<file path="config.mk">
export PLATFORM = sky130hd
export DESIGN_NAME = simon_game_ctrl_flat
export DESIGN_NICKNAME = d
export VERILOG_FILES = /design/src/rtl/simon_pkg.sv /design/src/rtl/simon_game_ctrl_if.sv /design/src/rtl/simon_timeout_timer.sv /design/src/rtl/simon_game_ctrl.sv /design/src/flat_wrapper.sv
export SDC_FILE = /design/constraint.sdc
export NUM_CORES = 1
export LEC_CHECK = 0
export CAP_MARGIN = 5
export CORE_MARGIN = 1.5
export CORE_UTILIZATION = 50
export CTS_BUF_LIST = sky130_fd_sc_hd__clkbuf_4
export DETAILED_ROUTE_END_ITERATION = 12
export PLACE_DENSITY = 0.77
export SYNTH_ARGS = -nofsm -noshare
export SYNTH_HDL_FRONTEND = slang
export SYNTH_HIERARCHICAL = 1
export SYNTH_SLANG_ARGS = --single-unit
</file>
<file path="constraint.sdc">
create_clock -name clk -period 4.6 [get_ports clk]
set_clock_uncertainty 0.15 [all_clocks]
set_input_delay 0.46 -clock clk [delete_from_list [all_inputs] [get_ports clk]]
set_output_delay 0.46 -clock clk [all_outputs]
set_load 0.01 [all_outputs]
</file>
<file path="src/rtl/simon_pkg.sv">
// Shared types and constants for the Simon Says game sequencer.
package simon_pkg;

  typedef enum logic [2:0] {
    ST_IDLE  = 3'd0,
    ST_REARM = 3'd1,
    ST_SHOW  = 3'd2,
    ST_INPUT = 3'd3,
    ST_CHECK = 3'd4,
    ST_WIN   = 3'd5,
    ST_LOSE  = 3'd6
  } state_e;

  localparam int unsigned MAX_LEVEL_LIMIT = 10;
  localparam logic [3:0]  LEVEL_IDLE      = 4'd15;

  typedef logic [1:0] colour_t;

  // True when exactly one button bit is set.
  function automatic logic onehot4(input logic [3:0] v);
    return (v != 4'd0) && ((v & (v - 4'd1)) == 4'd0);
  endfunction

endpackage

</file>
<file path="src/rtl/simon_game_ctrl_if.sv">
// Signal bundle between the game sequencer and its environment
// (button debouncers, pattern memory, LED blinker, status display).
interface simon_game_ctrl_if;
  logic       start;
  logic [3:0] btn;
  logic       blink_done;
  logic [3:0] blink_count;
  logic [1:0] mem_data;
  logic       blink_on_off;
  logic [3:0] blink_level;
  logic [3:0] mem_addr;
  logic [3:0] level_disp;
  logic       win;
  logic       lose;

  modport master (
    output start, btn, blink_done, blink_count, mem_data,
    input  blink_on_off, blink_level, mem_addr, level_disp, win, lose
  );

  modport slave (
    input  start, btn, blink_done, blink_count, mem_data,
    output blink_on_off, blink_level, mem_addr, level_disp, win, lose
  );
endinterface

</file>
<file path="src/rtl/simon_timeout_timer.sv">
// Per-press input window counter; only built when SIMON_INPUT_TIMEOUT_EN is defined.
`ifdef SIMON_INPUT_TIMEOUT_EN
module simon_timeout_timer #(
  parameter logic [39:0] LIMIT = 40'd1
) (
  input  logic clk,
  input  logic reset,
  input  logic clear_i,
  input  logic enable_i,
  output logic expired_o
);

  logic [39:0] cnt_q, cnt_d;

  // Count cycles while enabled, saturating at the expiry point.
  always_comb begin
    cnt_d = cnt_q;
    if (clear_i) begin
      cnt_d = 40'd0;
    end else if (enable_i && (cnt_q != LIMIT - 40'd1)) begin
      cnt_d = cnt_q + 40'd1;
    end else begin
      cnt_d = cnt_q;
    end
  end

  // Counter register.
  always_ff @(posedge clk or negedge reset) begin
    if (!reset) begin
      cnt_q <= 40'd0;
    end else begin
      cnt_q <= cnt_d;
    end
  end

  assign expired_o = enable_i && (cnt_q == LIMIT - 40'd1);

endmodule
`endif

</file>
<file path="src/rtl/simon_game_ctrl.sv">
// Simon Says game sequencer: replays the pattern, checks presses, tracks level/win/lose.
// Optional per-press timeout enabled by defining SIMON_INPUT_TIMEOUT_EN.
module simon_game_ctrl
  import simon_pkg::*;
#(
  parameter int unsigned MAX_LEVEL  = 10,
  parameter int unsigned ms         = 1_000_000,
  parameter int unsigned TIMEOUT_MS = 3000
) (
  input logic              clk,
  input logic              reset,
  simon_game_ctrl_if.slave bus
);

  localparam logic [3:0]  MAX_LVL        = 4'((MAX_LEVEL > MAX_LEVEL_LIMIT) ? MAX_LEVEL_LIMIT : MAX_LEVEL);
  localparam logic [39:0] TIMEOUT_CYCLES = 40'(TIMEOUT_MS) * 40'(ms);

  state_e     state_q, state_d;
  logic [3:0] level_q, level_d;
  logic [3:0] idx_q, idx_d;
  colour_t    colour_q, colour_d;
  logic       on_off_q, on_off_d;
  logic [3:0] blink_level_q, blink_level_d;
  logic [3:0] mem_addr_q, mem_addr_d;
  logic [3:0] level_disp_q, level_disp_d;
  logic       win_q, win_d;
  logic       lose_q, lose_d;

  colour_t    btn_colour_s;
  logic       btn_any_s;
  logic       btn_onehot_s;
  logic       expired_s;

  assign btn_any_s    = (bus.btn != 4'd0);
  assign btn_onehot_s = onehot4(bus.btn);

`ifdef SIMON_INPUT_TIMEOUT_EN
  simon_timeout_timer #(
    .LIMIT (TIMEOUT_CYCLES)
  ) u_timer (
    .clk       (clk),
    .reset     (reset),
    .clear_i   ((state_q != ST_INPUT) || btn_any_s),
    .enable_i  (state_q == ST_INPUT),
    .expired_o (expired_s)
  );
`else
  assign expired_s = (TIMEOUT_CYCLES == 40'd0) & 1'b0;
`endif

  // One-hot button to colour index.
  always_comb begin
    btn_colour_s = 2'd0;
    case (bus.btn)
      4'b0001: btn_colour_s = 2'd0;
      4'b0010: btn_colour_s = 2'd1;
      4'b0100: btn_colour_s = 2'd2;
      4'b1000: btn_colour_s = 2'd3;
      default: btn_colour_s = 2'd0;
    endcase
  end

  // Next-state logic.
  always_comb begin
    state_d  = state_q;
    level_d  = level_q;
    idx_d    = idx_q;
    colour_d = colour_q;
    case (state_q)
      ST_IDLE, ST_WIN, ST_LOSE: begin
        if (bus.start) begin
          level_d = 4'd1;
          state_d = ST_REARM;
        end else begin
          state_d = state_q;
        end
      end
      ST_REARM: begin
        idx_d   = 4'd0;
        state_d = ST_SHOW;
      end
      ST_SHOW: begin
        if (bus.blink_done) begin
          state_d = ST_INPUT;
        end else begin
          state_d = ST_SHOW;
        end
      end
      ST_INPUT: begin
        // A press on the expiry cycle takes priority over the timeout.
        if (btn_any_s) begin
          if (btn_onehot_s) begin
            colour_d = btn_colour_s;
            state_d  = ST_CHECK;
          end else begin
            state_d  = ST_LOSE;
          end
        end else if (expired_s) begin
          state_d = ST_LOSE;
        end else begin
          state_d = ST_INPUT;
        end
      end
      ST_CHECK: begin
        if (colour_q != bus.mem_data) begin
          state_d = ST_LOSE;
        end else if ((idx_q + 4'd1) < level_q) begin
          idx_d   = idx_q + 4'd1;
          state_d = ST_INPUT;
        end else if (level_q == MAX_LVL) begin
          state_d = ST_WIN;
        end else begin
          level_d = level_q + 4'd1;
          state_d = ST_REARM;
        end
      end
      default: state_d = ST_IDLE;
    endcase
  end

  // Output decode from the next state so every output is a flop.
  always_comb begin
    on_off_d      = (state_d == ST_SHOW);
    mem_addr_d    = (state_d == ST_SHOW) ? bus.blink_count : idx_d;
    level_disp_d  = level_d;
    win_d         = (state_d == ST_WIN);
    lose_d        = (state_d == ST_LOSE);
    blink_level_d = level_d;
    case (state_d)
      ST_IDLE, ST_WIN, ST_LOSE: blink_level_d = LEVEL_IDLE;
      default:                  blink_level_d = level_d;
    endcase
  end

  // State and output registers.
  always_ff @(posedge clk or negedge reset) begin
    if (!reset) begin
      state_q       <= ST_IDLE;
      level_q       <= 4'd0;
      idx_q         <= 4'd0;
      colour_q      <= 2'd0;
      on_off_q      <= 1'b0;
      blink_level_q <= LEVEL_IDLE;
      mem_addr_q    <= 4'd0;
      level_disp_q  <= 4'd0;
      win_q         <= 1'b0;
      lose_q        <= 1'b0;
    end else begin
      state_q       <= state_d;
      level_q       <= level_d;
      idx_q         <= idx_d;
      colour_q      <= colour_d;
      on_off_q      <= on_off_d;
      blink_level_q <= blink_level_d;
      mem_addr_q    <= mem_addr_d;
      level_disp_q  <= level_disp_d;
      win_q         <= win_d;
      lose_q        <= lose_d;
    end
  end

  assign bus.blink_on_off = on_off_q;
  assign bus.blink_level  = blink_level_q;
  assign bus.mem_addr     = mem_addr_q;
  assign bus.level_disp   = level_disp_q;
  assign bus.win          = win_q;
  assign bus.lose         = lose_q;

endmodule

</file>
<file path="src/flat_wrapper.sv">
// flat-port wrapper written by rule: the top's interface ports become plain ports
module simon_game_ctrl_flat import simon_pkg::*;
#(
  parameter int unsigned MAX_LEVEL  = 10,
  parameter int unsigned ms         = 1_000_000,
  parameter int unsigned TIMEOUT_MS = 3000
)
  (clk, reset, bus_start, bus_btn, bus_blink_done, bus_blink_count, bus_mem_data, bus_blink_on_off, bus_blink_level, bus_mem_addr, bus_level_disp, bus_win, bus_lose);
  simon_game_ctrl_if bus_i ();
  input logic clk;
  input logic reset;
  input wire logic [$bits(bus_i.start)-1:0] bus_start;
  input wire logic [$bits(bus_i.btn)-1:0] bus_btn;
  input wire logic [$bits(bus_i.blink_done)-1:0] bus_blink_done;
  input wire logic [$bits(bus_i.blink_count)-1:0] bus_blink_count;
  input wire logic [$bits(bus_i.mem_data)-1:0] bus_mem_data;
  output wire logic [$bits(bus_i.blink_on_off)-1:0] bus_blink_on_off;
  output wire logic [$bits(bus_i.blink_level)-1:0] bus_blink_level;
  output wire logic [$bits(bus_i.mem_addr)-1:0] bus_mem_addr;
  output wire logic [$bits(bus_i.level_disp)-1:0] bus_level_disp;
  output wire logic [$bits(bus_i.win)-1:0] bus_win;
  output wire logic [$bits(bus_i.lose)-1:0] bus_lose;
  assign bus_i.start = bus_start;
  assign bus_i.btn = bus_btn;
  assign bus_i.blink_done = bus_blink_done;
  assign bus_i.blink_count = bus_blink_count;
  assign bus_i.mem_data = bus_mem_data;
  assign bus_blink_on_off = bus_i.blink_on_off;
  assign bus_blink_level = bus_i.blink_level;
  assign bus_mem_addr = bus_i.mem_addr;
  assign bus_level_disp = bus_i.level_disp;
  assign bus_win = bus_i.win;
  assign bus_lose = bus_i.lose;
  simon_game_ctrl #(.MAX_LEVEL(MAX_LEVEL), .ms(ms), .TIMEOUT_MS(TIMEOUT_MS)) u_core (.clk(clk), .reset(reset), .bus(bus_i));
endmodule
</file>
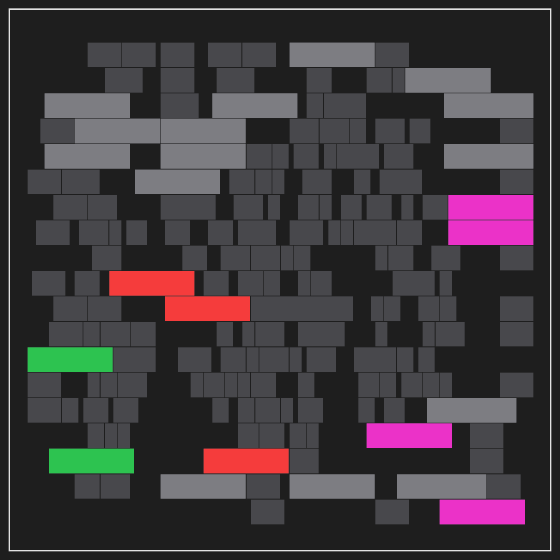
Run 1: register map, names as in the netlist
Other sequential cells in the stronger gray, the rest of the logic in the fainter gray.
Magenta stands for u_core/bus.level_disp, sequential cells 4. Red stands for u_core/state_q, sequential cells 3. Green stands for u_core/colour_q, sequential cells 2.

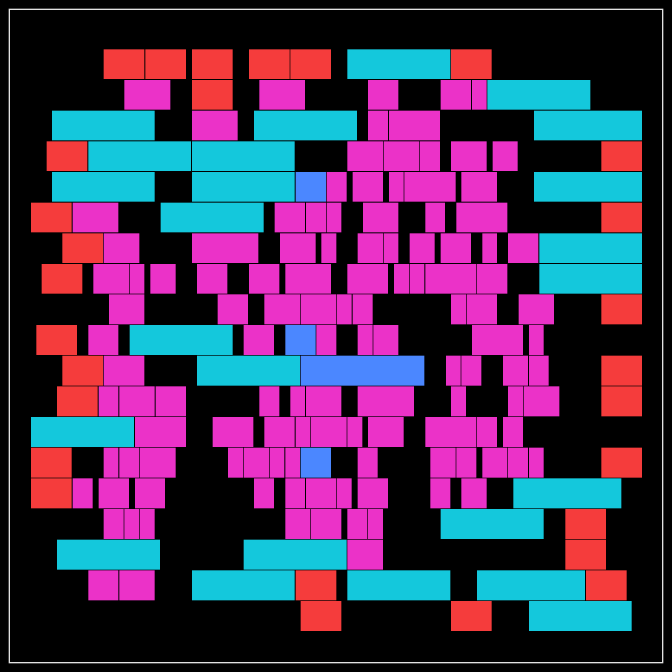
Run 1: placed cells, one color a class
Cyan stands for flip-flops, cells 24. Magenta stands for all other logic, cells 120. Red stands for other buffers and delay cells, cells 28. Blue stands for clock drivers and dummy loads, cells 4.
count of standard-cell rows: 19
Finished Cell Area: 1803 um^2
Util after Layout: 64.27%

==> flow report, run 1 <==
====================================================================
Tally of OpenROAD warnings                                        27
Worst slack at placement                                     1562 ps
Run status                                              complete, but fails checks
Area of the mapped netlist                                 1504 um^2
Sw Share                                                      39.08%
Total of buffers placed on input and output ports                 28
Count of maximum capacitance violations                            0
Dominant register cell in the synthesized netlist       sky130_fd_sc_hd__dfrtp_1
Final cell count without fillers                                 207
Post-route DRC                                                     2
Type of destination of the critical path                   flip-flop
Clock share of power                                           14.8%
Register area                                             605.6 um^2
Wire length of the first global-routing pass                 5175 um
Die width                                                   57.85 um
Post-Syn Area per Cell                                    10.03 um^2
Startpoint of the worst setup timing path               u_core/idx_q[0]
Final critical-path required period                          3082 ps
Violations in the final reports                                  DRC
Depth of the worst hold-timing path                                1
Area of the synthesized netlist per yosys stat             1504 um^2
Placed standard-cell area                                  1750 um^2
Data required time of the worst path                         4660 ps
Share of post-route cells with drive strength above 1         15.34%
Sequential cell fraction of total power                        35.3%
Final Hold Vio Count                                               0
DR vias                                                         1250
Layout area overhead                                          19.88%
Number of nets at floorplan                                      170
Metal1 wirelength                                            1385 um
DR pass1 iterations                                                8
Chip area                                                  3346 um^2
Type of the tightest min-delay check                         reg2reg
Min Hold Slack                                              407.1 ps
Sequential Power                                            0.366 mW
Logic gate share of total power                                49.9%
Length of routed met3 wiring                                  113 um
Number of max-slew violations in the final report                  0
Max-area cell share                                           33.28%
Clock latency at the later pin of the worst-skew pair         310 ps
Pin count of the biggest net entering global routing              25
Yosys cell count                                                 150
Switching power                                            0.4055 mW
FMAX                                                       324.5 MHz
Fraction of the yosys area taken by sequential cells          40.27%
YS warnings                                                        6
Smallest setup slack after layout                            1518 ps
====================================================================
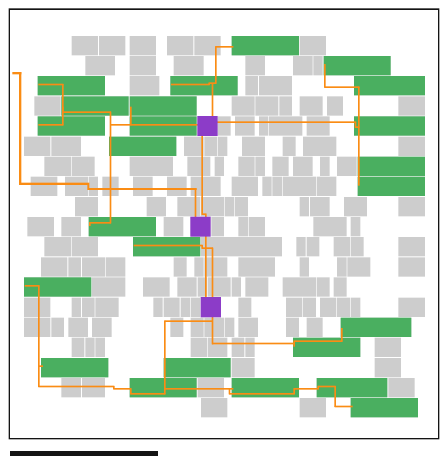
Run 1: clock wires, drivers and flops
The bar under the picture is 20 um long.
Purple stands for cells driving clock nets, count 3. Orange stands for clock wires, length 307 um. Green stands for flip-flops, count 24.
Position of the flops: spread over the die. There are 4 routed clock nets.

==> run 1: sequential cells by signal (all words and copies together), names as in the netlist <==
register                 cells
u_core/bus.level_disp        4
u_core/bus.blink_on_off      1
u_core/idx_q                 4
u_core/bus.blink_level       4
u_core/bus.lose              1
u_core/colour_q              2
u_core/bus.win               1
u_core/state_q               3
u_core/bus.mem_addr          4
==> run 1: cell type report <==
class,count,area share [%]
Sequential cell,24,33.59
Inverter,7,1.457
Tap cell,31,2.151
Clock inverter,1,1.666
Clock buffer,3,1.249
Multi-Input combinational cell,113,44.34
Timing Repair Buffer,28,15.54
==> run 1: kinds of logic after synthesis <==
kind of cell,share of synthesized area [%]
flops,40.27
mux,3.660
xor+xnor,4.077
fa+ha+maj,4.992
buf+inv,6.573
simple gates,21.46
compound gates,18.97
Run 1, clock nets:
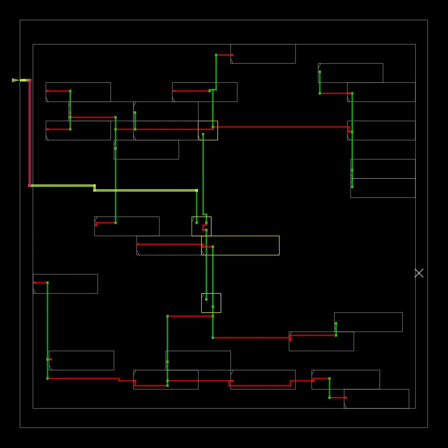

## Run 2: what changed since run 1
- CORE_UTILIZATION: 50 -> 48
- PLACE_DENSITY: 0.77 -> 0.78
- clock period: 4.6 -> 2.51 ns (I/O delays scaled with it)
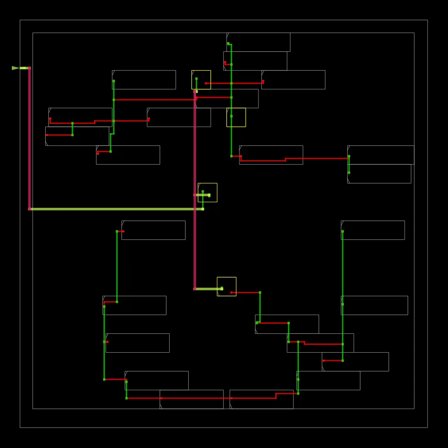
Run 2: clock nets
sequential cell count: 24
tally of clock buffers in the finished layout: 4
clk pwr: 0.187 mW

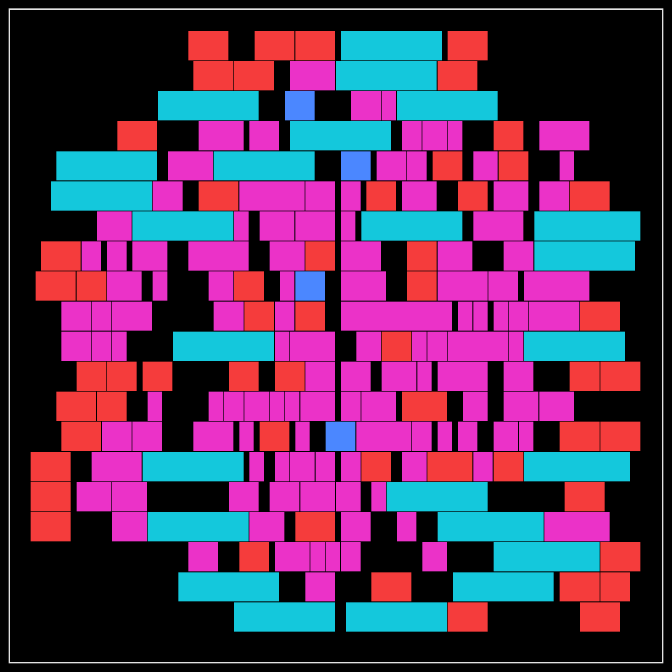
Run 2: placed cells, one color a class
Red stands for other buffers and delay cells, cells 55. Blue stands for clock drivers and dummy loads, cells 4. Cyan stands for flip-flops, cells 24. Magenta stands for all other logic, cells 120.
Util after Layout: 68.33%
flip-flop and latch share of the layout cell area: 29.51%

==> run 2 against run 1 <==
- count of clock-buffer cells in the layout grew 1
- the flow finishes with violations (setup timing)
- largest power group unchanged
- cell count grew 14%
- sequential power grew 69%
- critical path depth is the same
- largest cell class unchanged
==> flow report, run 2 <==
=============================================================================
Switching power                                                     0.8805 mW   +120%
Number of failing setup endpoints in the final timing report               10
MUX area fraction                                                      3.661%   unchanged
Max-area cell share                                                    33.28%   unchanged
DR vias                                                                  1386   +11%
Simple share                                                           21.46%   unchanged
Dominant register cell in the synthesized netlist                sky130_fd_sc_hd__dfrtp_1
Share of post-route cells with drive strength above 1                  30.54%   +15 points
Top class by area                                                multi-input combinational cells
Type of destination of the critical path                            flip-flop
Yosys cell count                                                          150   unchanged
Internal power                                                       1.361 mW
Total wire length                                                     3672 um
Number of nets at floorplan                                               170   unchanged
Fraction of area in multi-input gates                                  41.83%   -2.5 points
Adder and majority gate portion of the synthesized area                4.992%   unchanged
DR pass1 iterations                                                         4   -4
Sequential cell fraction of total power                                 27.6%   -7.7 points
Count of maximum capacitance violations                                     0   unchanged
Most numerous logic cells after layout                           sky130_fd_sc_hd__clkdlybuf4s50_1 (28), sky130_fd_sc_hd__buf_4 (25), sky130_fd_sc_hd__dfrtp_1 (20), sky130_fd_sc_hd__nand2_1 (12), sky130_fd_sc_hd__nor2_1 (9)
Layout area overhead                                                   36.44%
Die width                                                            58.98 um   +2.0%
Fraction of the yosys area taken by sequential cells                   40.27%   unchanged
Inverter tally of the final layout excluding the clock network              7   unchanged
Logic gate share of total power                                         64.0%   +14 points
Aoi/oai-family share of the synthesized area                           18.97%   unchanged
Delay of the slowest cell on the worst path                            440 ps
Total Routing Usage GR                                                 22.90%
Final critical-path required period                                   2800 ps   -281.6 ps
Sw Share                                                               39.29%   +0.20 points
Data required time of the worst path                                  2570 ps   -2090 ps
Min Hold Slack                                                       118.5 ps   -288.5 ps
Dominant non-sequential cell family after synthesis              simple AND/OR/NAND/NOR gates
Tap Cells                                                                  33   +6.5%
Length of routed met3 wiring                                           171 um   +51%
Repair and plain buffers                                                   55   +96%
Finished Cell Area                                                  2052 um^2   +14%
Startpoint of the worst setup timing path                        u_core/idx_q[0]
Chip area                                                           3478 um^2   +3.9%
Multi-In Gates                                                            113   unchanged
Worst slack at placement                                            -223.3 ps   -1785 ps
Overall power after layout                                           2.241 mW
Register area                                                      605.6 um^2   unchanged
Metal1 wirelength                                                     1481 um   +6.9%
I/O pin total                                                              29
Final cell count without fillers                                          236   +14%
Placed standard-cell area                                           1932 um^2   +10%
Area of the core                                                    3003 um^2
Wire length of the first global-routing pass                          6058 um   +17%
XOR/XNOR share of the synthesized area                                 4.077%   unchanged
Fraction of area in clock buffers and inverters                        1.463%   -1.5 points
Pin count of the biggest net entering global routing                       25   unchanged
Critical path peak fanout                                                   5
Non-clock buffering overhead                                           23.90%   +8.4 points
Half-perimeter wire length of the detailed placement result           2804 um
Tally of OpenROAD warnings                                                 30   +11%
Clock share of power                                                     8.4%   -6.4 points
Run status                                                       complete, but fails checks
Net count, final                                                          224
Type of the tightest min-delay check                                 in2async
Number of max-slew violations in the final report                           0   unchanged
Violations in the final reports                                  setup timing
Area of the mapped netlist                                          1504 um^2   unchanged
YS warnings                                                                 6   unchanged
Smallest setup slack after layout                                   -290.3 ps   -1808 ps
Group with the largest share of power                            combinational cells
Post-Syn Area per Cell                                             10.03 um^2   unchanged
Total of buffers placed on input and output ports                          28   unchanged
Area of the synthesized netlist per yosys stat                      1504 um^2   unchanged
FMAX                                                                357.1 MHz   +10%
=============================================================================
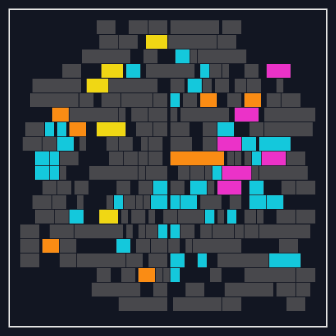
Run 2: logic cells by family
Yellow stands for multiplexers, cells 5. Magenta stands for adder and majority cells, cells 6, where east. Cyan stands for inverting AOI/OAI gates, cells 36. Orange stands for XOR/XNOR gates, cells 7.

## run 2: repair_timing
action	in CTS	in global routing
setup endpoints to repair	8	15
cloned	0	0
pin swaps	1	0
setup buffers	4	0
resized	6	12
## run 2: cells by family (layout without fill, tap and decap cells)
family | after synthesis | count (layout)
and+or+nand+nor | 53 | 53
AOI/OAI and AO/OA | 42 | 42
DFF | 24 | 24
buffers and inverters | 13 | 66
xor gates and xnor gates | 7 | 7
adders and majority gates | 6 | 6
muxes | 5 | 5
## run 2: metal layers
metal	vias up	global-route usage [%]
li1	664	-
met1	662	26.96
met2	49	40.63
met3	11	3.712
met4	0	10.39
met5	-	0
Power figures rest on the tool's default switching activity, not on a simulated workload.
